Figure 1. Placement by cell class.
The bar under the picture is 20 µm long.
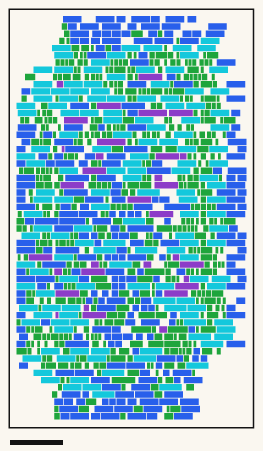
Figure 2. Routing congestion.
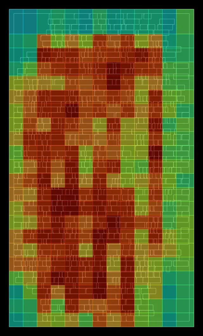
Figure 3. Selected gate families.
The bar under the picture is 20 µm long.
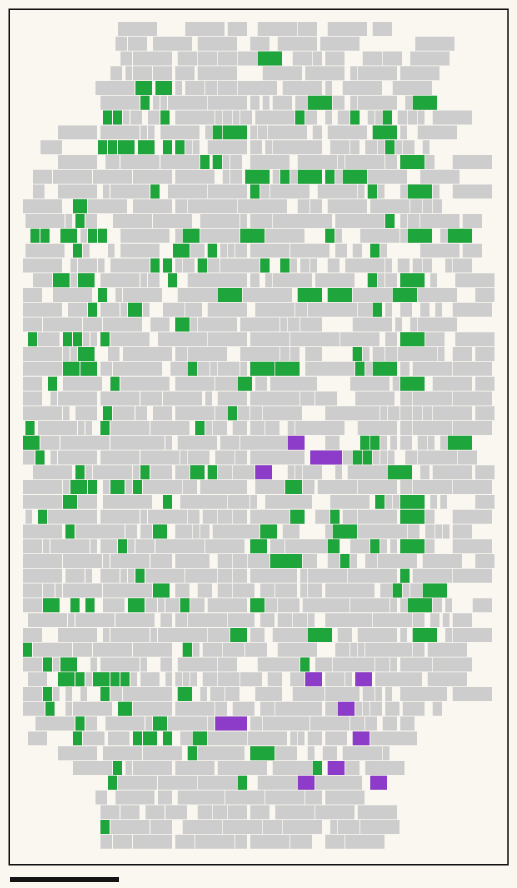
<file path="src/rtl/if_id_skid_reg.sv">
// IF/ID pipeline register with a valid/ready handshake and a two-entry skid buffer.
// A branch flush kills every held instruction, and a saturating counter records decode stalls.
module if_id_skid_reg #(
  parameter int                 ADDR_W    = 32,
  parameter int                 INSTR_W   = 32,
  parameter logic [INSTR_W-1:0] NOP_INSTR = '0,
  parameter int                 CNT_W     = 16
) (
  input  logic               clk,
  input  logic               reset,
  input  logic               flush,
  input  logic               valid_in,
  input  logic [ADDR_W-1:0]  npc_in,
  input  logic [INSTR_W-1:0] instruction_in,
  output logic               ready_out,
  input  logic               ready_in,
  output logic               valid_out,
  output logic [ADDR_W-1:0]  npc_out,
  output logic [INSTR_W-1:0] instruction_out,
  output logic [CNT_W-1:0]   stall_cycles
);

  logic               skid_valid;
  logic [ADDR_W-1:0]  skid_npc;
  logic [INSTR_W-1:0] skid_instr;

  logic accept;
  logic load_main;
  logic stalled;

  // ready_out is pure state, so ready_in never reaches fetch combinationally
  assign ready_out = ~skid_valid;
  assign accept    = valid_in & ready_out;
  assign load_main = ~valid_out | ready_in;
  assign stalled   = valid_out & ~ready_in;

  always_ff @(posedge clk) begin
    if (reset) begin
      valid_out       <= 1'b0;
      npc_out         <= '0;
      instruction_out <= NOP_INSTR;
      skid_valid      <= 1'b0;
      skid_npc        <= '0;
      skid_instr      <= NOP_INSTR;
    end else if (flush) begin
      valid_out       <= 1'b0;
      instruction_out <= NOP_INSTR;
      skid_valid      <= 1'b0;
    end else begin
      unique case (1'b1)
        load_main && skid_valid: begin
          valid_out       <= 1'b1;
          npc_out         <= skid_npc;
          instruction_out <= skid_instr;
          skid_valid      <= accept;
          if (accept) begin
            skid_npc   <= npc_in;
            skid_instr <= instruction_in;
          end
        end
        load_main && !skid_valid: begin
          valid_out <= accept;
          if (accept) begin
            npc_out         <= npc_in;
            instruction_out <= instruction_in;
          end else begin
            instruction_out <= NOP_INSTR;
          end
        end
        !load_main: begin
          if (accept) begin
            skid_valid <= 1'b1;
            skid_npc   <= npc_in;
            skid_instr <= instruction_in;
          end
        end
      endcase
    end
  end

  // counts through flush too; only reset clears it
  always_ff @(posedge clk) begin
    if (reset) begin
      stall_cycles <= '0;
    end else if (stalled && (stall_cycles != {CNT_W{1'b1}})) begin
      stall_cycles <= stall_cycles + CNT_W'(1);
    end
  end

endmodule

</file>
<file path="config.mk">
export PLATFORM = sky130hd
export DESIGN_NAME = if_id_skid_reg
export DESIGN_NICKNAME = d
export VERILOG_FILES = /design/src/rtl/if_id_skid_reg.sv
export SDC_FILE = /design/constraint.sdc
export NUM_CORES = 1
export LEC_CHECK = 0
export ABC_CLOCK_PERIOD_IN_PS = 1550
export CAP_MARGIN = 20
export CORE_ASPECT_RATIO = 1.75
export CORE_MARGIN = 2
export CORE_UTILIZATION = 44
export CTS_CLUSTER_SIZE = 16
export DETAILED_ROUTE_END_ITERATION = 8
export HOLD_SLACK_MARGIN = 0.12
export PLACE_DENSITY = 0.76
export SLEW_MARGIN = 20
export SYNTH_ARGS = -nofsm -noshare
export SYNTH_HDL_FRONTEND = slang
export SYNTH_SLANG_ARGS = --single-unit
</file>
<file path="constraint.sdc">
create_clock -name clk -period 1.55 [get_ports clk]
set_clock_uncertainty 0.2 [all_clocks]
set_input_delay 0.155 -clock clk [delete_from_list [all_inputs] [get_ports clk]]
set_output_delay 0.155 -clock clk [all_outputs]
set_load 0.1 [all_outputs]
</file>
==> job_summary.md <==
## Implementation flow summary

| Metric | Value |
|---|---|
| FMAX | between 500 and 600 MHz |
| Chip area | 14400 µm² |
| Die X | 91.5 µm |
| Ys Warns | 0 |
| Num CTS Buffers | 17 |
| Final core utilization | 0.798 |
| Final setup margin | -0.298 ns |
| Fin nets | ~1000 |
| CP max FO | 7 |
| Placer Congestion | 0.846 |
| Worst hold path type | in -> reg |
| Antenna viol nets, final | 0 |
| TritonCTS clock tree | done |
| Flops after synth | 146 |
| Status | finished with violations |
| R2R setup slack | -0.30 ns |
| IO Pins | 151 |
| Failing checks | setup timing |
| Worst Hold End | skid_npc[18] |
| Htree depth | 4 |
| Diodes inserted | 0 |
| Critical path class | reg -> reg |
| Slew @ Worst Pin | 0.523 ns |
| Setup violations, final | 128 |
| Hold path startpoint | npc_in[18] |
| Mapped Cells | 719 |
| Crit. End Element | register |
| DP HPWL | 12600 µm |
| Clk_lat worst skew | approximately 0.42 ns |
| Clock network power share | 0.423 |
| Max IR drop VDD | ~0.00094 V |
| Global-route wire length before repair | 30400 µm |
| Chip Area, Yosys | just under 6000 µm² |
| DRT iter0 DRCs | 661 |
| Clk sink count | around 150 |
| Hold_ws | 0.120 ns |
| Number of global-route vias before repair | 6468 |
| Tool warning count | 31 |
| Clk buf depth | 2 |
| Clock transition at the registers of the reported paths | 0.06 ns |
| Fp util | 0.445 |
| P_int | between 6 and 7 mW |
| WP data arrival | 1.93 ns |
| Final Max Tran Viols | 0 |
| Leak pwr | ~4 nW |
| Pin count of the biggest net entering global routing | 113 |
| Req. time, crit path | 1.63 ns |
| Setup repair after global routing missed its margin | yes |
| Critical R2R Capture | npc_out[21] |
| Port Buf Inserts | 150 |
| Mean Syn Cell Area | 8.20 µm² |
| Area leader share | 0.496 |
| Min Tclk post-route | 1.85 ns |
| Core ar. | 13200 µm² |
| Mean routed wirelength per cell | 22.1 µm |
| Initial antenna violation count | 0 |
| Detailed-route via count | 6810 |
| Layout cells sized above 1 | 0.359 |
| Reg2reg path depth | 7 |
| Switching pwr | ~2.8 mW |
| Die height | between 150 and 200 µm |
| GRT overflow | 0 |
| Area of the mapped netlist | 5900 µm² |
| First-pass DRT Iterations | 7 |
| Startpoint types | register |
| Switch share | 0.287 |
| Power Dens Cells | 916 nW/µm² |
| Synth-to-layout area growth | 79.3% |
| Final wirelength | approximately 25000 µm |
| Via-to-Cell Ratio | 6.11 |
| Most used flip-flop cell | dfxtp_1 |
| Max-Cap Viols | 0 |
| Top cells, area | dfxtp_1 (50%), nand2_1 (11%), a21oi_1 (8.5%) |
| Sequential share of power | 0.404 |
| Yosys cell count | 719 |
| Residual DRC count | 0 |
| Max_slew headroom | 0.652 |
| FF-to-FF Start | valid_out |
| Root Driver | clkbuf_16 |
| Post-synth EDFFs | 0 |
| Endpoints failing hold | 0 |
| Area leader, netlist | dfxtp_1 |
| Hold Path Depth | 3 |
| Register area share after synthesis | 0.496 |
| Ys async rst share | 0 |
| Synth unique cells | 42 |
| Most frequent cells in the layout | dfxtp_1 (128), nand2_1 (125), a21oi_1 (97), buf_12 (96), clkdlybuf4s50_1 (66) |
| Final clock period utilization by the worst path | 1.19 |
Back to the opening pictures, Figure 1:
| colour | class | cells | share of their area |
|---|---|---|---|
| cyan | flip-flops | 146 | 29% |
| blue | other buffers and delay cells | 252 | 35% |
| green | all other logic | 511 | 31% |
| purple | clock drivers and dummy loads | 32 | 5.6% |
Rows: 56
Layout Cell Area excl Fill: 10600 µm²

Back to the opening pictures, Figure 2:
overall routing resource usage: 0.265
grt met2 use: 0.505
grt peak-use layer: met2

Back to the opening pictures, Figure 3:
| colour | family | cells |
|---|---|---|
| green | inverting AOI/OAI gates | 173 |
| purple | XOR/XNOR gates | 11 |
post-route insts no fill: 1115
Top cell excl fill/tap: dfxtp_1
logic share of the area: 0.302

-- how the worst max path moves through the flow --
stage	start	slack (ns)	depth (start not counted)	to
floorplan	valid_out	-0.27	7	npc_out[0]
CTS	valid_out	-0.17	7	npc_out[21]
detailed placement	ready_in	-0.48	6	stall_cycles[5]
global placement	ready_in	-0.41	6	stall_cycles[6]
finish	valid_out	-0.30	7	npc_out[21]
global route	valid_out	-0.34	7	npc_out[13]
-- cells by family after synthesis --
| group | Yosys count | share of synthesized area |
|---|---|---|
| buf+inv | 64 | 0.0490 |
| compound gates | 174 | 0.182 |
| flops | 146 | 0.496 |
| xor+xnor | 11 | 0.0163 |
| mux | 1 | 0.00170 |
| fa+ha+maj | 1 | 0.00212 |
| simple gates | 322 | 0.253 |
-- per-layer routing --
metal	vias up	GRT usage	part of all wire
met5	-	0	0
met2	447	0.505	0.54
met3	160	0.0512	0.067
met1	3263	0.244	0.31
li1	2940	-	-
met4	0	0.194	0.077
-- through the flow --
step	TNS [ns]	cells	instance area (µm²)	setup slack, ns	total power [mW]
after CTS	-11.83	1093	9780	-0.166	9.47
after detailed placement	-54.47	1043	8910	-0.481	5.43
final	-18.20	1115	10600	-0.298	9.69
after floorplan	-28.68	719	6100	-0.274	4.77
after global routing	-23.47	1115	10600	-0.344	9.90
after global placement	-47.42	1043	8910	-0.411	5.40
-- state kept, by name, indices dropped and copies added, names as in the netlist --
register and flops:
instruction_out 32, npc_out 32, skid_instr 32, skid_npc 32, skid_valid 1, stall_cycles 16
valid_out 1
-- power groups by stage --
stage          logic [mW]  registers (mW)  clock network, mW
2_1_floorplan       0.319            4.45                  0
3_3_place_gp         1.43            3.98                  0
3_5_place_dp         1.45            3.98                  0
4_1_cts              1.50            3.90               4.06
5_1_grt              1.72            3.92               4.27
6_report             1.67            3.91               4.10
-- critical path: stages, from the launching register on --
cell,delay (ns)
dfxtp_4,0.36
nor2b_4,0.14
buf_12,0.14
buf_6,0.12
buf_6,0.13
or3_1,0.35
o211ai_1,0.13
a21oi_1,0.13
-- final cells by class --
cell class                 instances  area [µm²]
clock inverter                    13         148
multi-input combinational        509        3190
inverter                           2        12.5
fill                             694        2670
clock buffer                      19         433
sequential                       146        2990
tap                              174         218
timing repair buffer             252        3580
-- cells in the mapped netlist, types with 2 or more instances --
| library cell | n |
|---|---|
| a21oi_1 | 100 |
| inv_1 | 2 |
| o211ai_1 | 15 |
| nor3_1 | 35 |
| o21ai_0 | 3 |
| buf_6 | 2 |
| nand2_1 | 166 |
| buf_2 | 18 |
| or3_1 | 16 |
| xnor2_1 | 3 |
| nand3_1 | 3 |
| and3_1 | 34 |
| and4_2 | 3 |
| nor2_1 | 48 |
| nand3_2 | 2 |
| dfxtp_1 | 146 |
| clkbuf_1 | 40 |
| o221ai_1 | 19 |
| nand4_1 | 2 |
| a31oi_1 | 2 |
| a211oi_1 | 32 |
| xor2_1 | 8 |
-- repair_timing --
action	4_1_cts	5_1_grt
buffers inserted	9	16
hold buffers	8	0
pin swaps	20	51
gates resized	21	115
cloned	2	12
hold endpoints to repair	74	0
endpoints found under the setup margin	120	146
No activity file was given, so power comes from the tool's default toggle rates.
